### Routed metal, one color a layer

Drawn at 1 px/um. Only two layers are drawn.
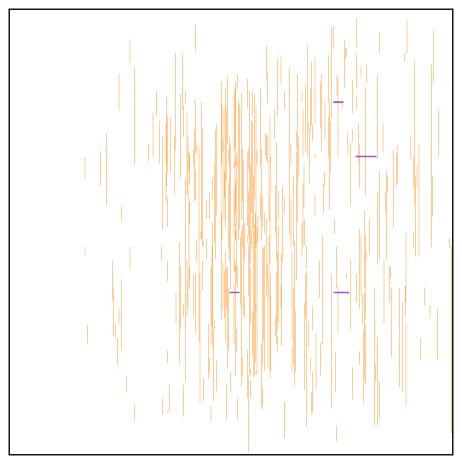
### Close-up of the layout

Window x 206 to 236, y 296 to 326 um. Cells in gray, sequential cells in the stronger gray; small squares are vias.
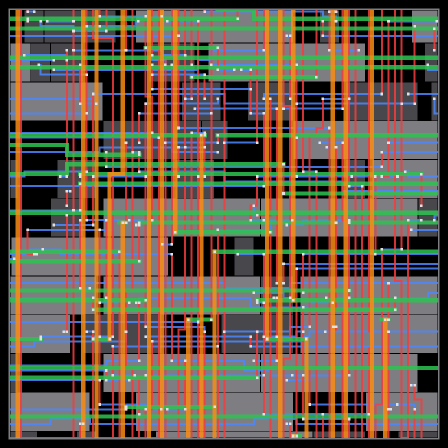
## config.mk

```make
export PLATFORM = sky130hd
export DESIGN_NAME = riscv_dmem
export DESIGN_NICKNAME = d
export VERILOG_FILES = /design/src/rtl/riscv_dmem.sv
export SDC_FILE = /design/constraint.sdc
export NUM_CORES = 2
export LEC_CHECK = 0
export ABC_CLOCK_PERIOD_IN_PS = 2900
export CAP_MARGIN = 5
export CORE_AREA = 5 5 437 439
export CTS_BUF_LIST = sky130_fd_sc_hd__clkbuf_8
export DETAILED_ROUTE_END_ITERATION = 8
export DIE_AREA = 0 0 442 444
export HOLD_SLACK_MARGIN = 0.02
export PLACE_DENSITY = 0.61
export SYNTH_ARGS = -nofsm -noshare
export SYNTH_HDL_FRONTEND = slang
export SYNTH_SLANG_ARGS = --single-unit
```

## constraint.sdc

```tcl
create_clock -name clk -period 2.9 [get_ports clk]
set_input_delay 0.29 -clock clk [delete_from_list [all_inputs] [get_ports clk]]
set_output_delay 0.29 -clock clk [all_outputs]
set_load 0.02 [all_outputs]
```

## src/rtl/riscv_dmem.sv

```systemverilog
// riscv_dmem: data memory with byte-enabled stores, extended loads, io_out/cycle registers and sticky store-fault capture
module riscv_dmem #(
  parameter int MEM_WORDS = 64,
  parameter logic [31:0] IO_OUT_ADDR = 32'hFFFF_0000,
  parameter logic [31:0] CYCLE_ADDR = 32'hFFFF_0004
) (
  input  logic        clk,
  input  logic        reset,
  input  logic        we,
  input  logic [2:0]  funct3,
  input  logic [31:0] addr,
  input  logic [31:0] wd,
  output logic [31:0] rd,
  output logic [31:0] io_out,
  output logic        fault,
  output logic [31:0] fault_addr
);
  localparam int IW = $clog2(MEM_WORDS);
  logic [31:0] mem [MEM_WORDS];
  logic [31:0] cycle;
  logic [31:0] word_addr, wdata, src, lane_sel;
  logic [IW-1:0] idx;
  logic [7:0] b;
  logic [15:0] h;
  logic [3:0] be;
  logic is_io, is_cyc, in_ram, valid_f3, misaligned, st, st_fault, st_ok;
  always_comb begin
    word_addr = {addr[31:2], 2'b00};
    idx = addr[IW+1:2];
    is_io = word_addr == IO_OUT_ADDR;
    is_cyc = word_addr == CYCLE_ADDR;
    in_ram = {2'b00, addr[31:2]} < 32'(MEM_WORDS);
    valid_f3 = funct3 == 3'b000 || funct3 == 3'b001 || funct3 == 3'b010;
    misaligned = (funct3[1:0] == 2'b01 && addr[0]) || (funct3[1:0] == 2'b10 && |addr[1:0]);
    st = we && valid_f3;
    st_fault = st && (misaligned || !(is_io || is_cyc || in_ram));
    st_ok = st && !st_fault;
    be = funct3[1:0] == 2'b00 ? 4'b0001 << addr[1:0] :
         funct3[1:0] == 2'b01 ? (addr[1] ? 4'b1100 : 4'b0011) : 4'b1111;
    wdata = funct3[1:0] == 2'b00 ? {4{wd[7:0]}} :
            funct3[1:0] == 2'b01 ? {2{wd[15:0]}} : wd;
    src = is_io ? io_out : is_cyc ? cycle : in_ram ? mem[idx] : 32'h0;
    lane_sel = src >> {addr[1:0], 3'b000};
    b = lane_sel[7:0];
    h = addr[1] ? src[31:16] : src[15:0];
    rd = funct3 == 3'b000 ? {{24{b[7]}}, b} :
         funct3 == 3'b100 ? {24'h0, b} :
         funct3 == 3'b001 ? {{16{h[15]}}, h} :
         funct3 == 3'b101 ? {16'h0, h} : src;
  end
  always_ff @(posedge clk) begin
    for (int i = 0; i < 4; i++)
      if (st_ok && !is_io && !is_cyc && in_ram && be[i]) mem[idx][i*8 +: 8] <= wdata[i*8 +: 8];
  end
  always_ff @(posedge clk or posedge reset) begin
    if (reset) begin
      io_out <= 32'h0;
      fault <= 1'b0;
      fault_addr <= 32'h0;
      cycle <= 32'h0;
    end else begin
      cycle <= cycle + 32'd1;
      for (int i = 0; i < 4; i++)
        if (st_ok && is_io && be[i]) io_out[i*8 +: 8] <= wdata[i*8 +: 8];
      if (st_fault && !fault) begin
        fault <= 1'b1;
        fault_addr <= addr;
      end
    end
  end
endmodule

```

==> changes_impl.md <==
## Flow update

- Crit path from: mem[34][23]$_DFFE_PP_
- Buf/Inv on CP: 3
- DR pass1 iterations: 6
- Sw Share: 23.7%
- Post-cts resize count: 286
- Synth top cells by count: edfxtp_1, o22ai_1, nor2_1
- Post-layout period usage: 147%
- Worst path depth: 11
- Status: finished, violations left
- Maximum VDD drop: 0.474 mV
- Initial antenna violation count: 14
- Post-synth seq share: 76.5%
- Internal power: 48.0 mW
- GRT Total Usage: 31.3%
- I/O pins: 167
- Failing checks: negative setup slack
- Final worst slack: -1360 ps
- Fp util: 44.7%
- Fin. Hold Viols: 0
- Commonest Layout Cell: edfxtp_1
- Post-synthesis to final-layout area growth: 25.4%
- Worst reg2reg path endpoint: cycle[26]$_DFF_PP0_
- Yosys Chip Area: 0.0836 sq mm
- PD cells: 600 mW/mm^2
- Core area: 0.187 sq mm
- Final setup fails: 32
- CP endpoint: rd[13]
- DR vias/cell: 6.32
- Compound Share, Synth: 10.0%
- Max-Cap Viols: 0
- DIE WIDTH: 442 um
- Sequential Power Share: 54.5%
- Cell area leaders: edfxtp_1, o22ai_1, dfrtp_1, mux2_2, nor2_1
- Number of setup buffers added after CTS: 16
- Die ar.: 0.196 sq mm
- Fmax: 0.235 GHz
- Simple-gate portion of the synthesized area: 5.46%
- Yosys Instances: 5057
- Clk buf depth: 4
- CTS tree: yes
- Root buffer cell: clkbuf_8
- EDFF count, synth: 2048
- Initial DRC count: 8572
- Row count: 159
- Worst hold path cell count: 4
- Unrepaired setup endpoints after global routing: yes
- Top-count cell post-synth: edfxtp_1
- Syn_nets: 5128
- Crit path DAT: 3970 ps
About 'Routed metal, one color a layer':
- metal 4: orange (wire length 18900 um)
- metal 5: purple (wire length 49.7 um)

About 'Close-up of the layout':
- metal 2: red
- metal 1: blue
- metal 3: green
- metal 4: orange
- sequential cells in the window: 15
- most frequent: edfxtp_1 (15), buf_4 (4)
- cells with their middle in the window: 37
- netlist names of flops here include: mem (15)

==> worst reg2reg max path, delay by kind of cell, from the launching register on <==
| kind | cells | cell delay [ps] |
|---|---|---|
| flip-flops | 1 | 470 |
| adder cells (fa/ha/maj) | 1 | 250 |
| XOR/XNOR | 1 | 160 |
| AND/OR/NAND/NOR | 5 | 1320 |
==> state kept, by name (all words and copies together), names as in the netlist <==
signal and cells:
cycle 32, fault_addr 32, fault 1, io_out 32, mem 2048
==> power by group through the flow <==
stage               clock [mW]  sequential, mW  combinational (mW)
finish                    23.6            34.3                4.97
CTS                       23.8            34.3                4.83
detailed placement           0            34.9                4.71
global placement             0            34.9                4.66
global route              25.4            34.3                5.07
floorplan                    0            35.1                1.77
==> metal layers <==
metal  global-route usage, %  vias up  part of all wire [%]
met1                    42.9    29400                    37
met3                    7.82      800                    13
met2                    46.7     4306                    44
li1                        -    23300                     -
met4                    16.5        8                   6.0
met5                       0        -                 0.016
==> through the flow <==
step / worst slack (ps) / power [mW] / TNS (ps) / instance area (sq um) / std cells
2_1_floorplan: 3.42 / 36.8 / 0 / 83600 / 5057
3_3_place_gp: -2510 / 39.6 / -1469930 / 97400 / 8505
3_5_place_dp: -2390 / 39.6 / -1358120 / 97400 / 8505
4_1_cts: -1340 / 62.9 / -38820 / 105000 / 9147
5_1_grt: -1400 / 64.7 / -40690 / 105000 / 9150
6_report: -1360 / 62.9 / -38380 / 105000 / 9156
==> layout make-up <==
class	count	area, sq um	area share, %
inverters	21	83.8	0.0800
clock buffers	366	5040	4.81
repair buffers	1357	12700	12.2
clock inverters	226	1010	0.967
multi-input cells	2537	18800	18.0
diodes	9	22.5	0.0215
well taps	2495	3120	2.98
flip-flops and latches	2145	63900	61.0
Power figures rest on the tool's default switching activity, not on a simulated workload.
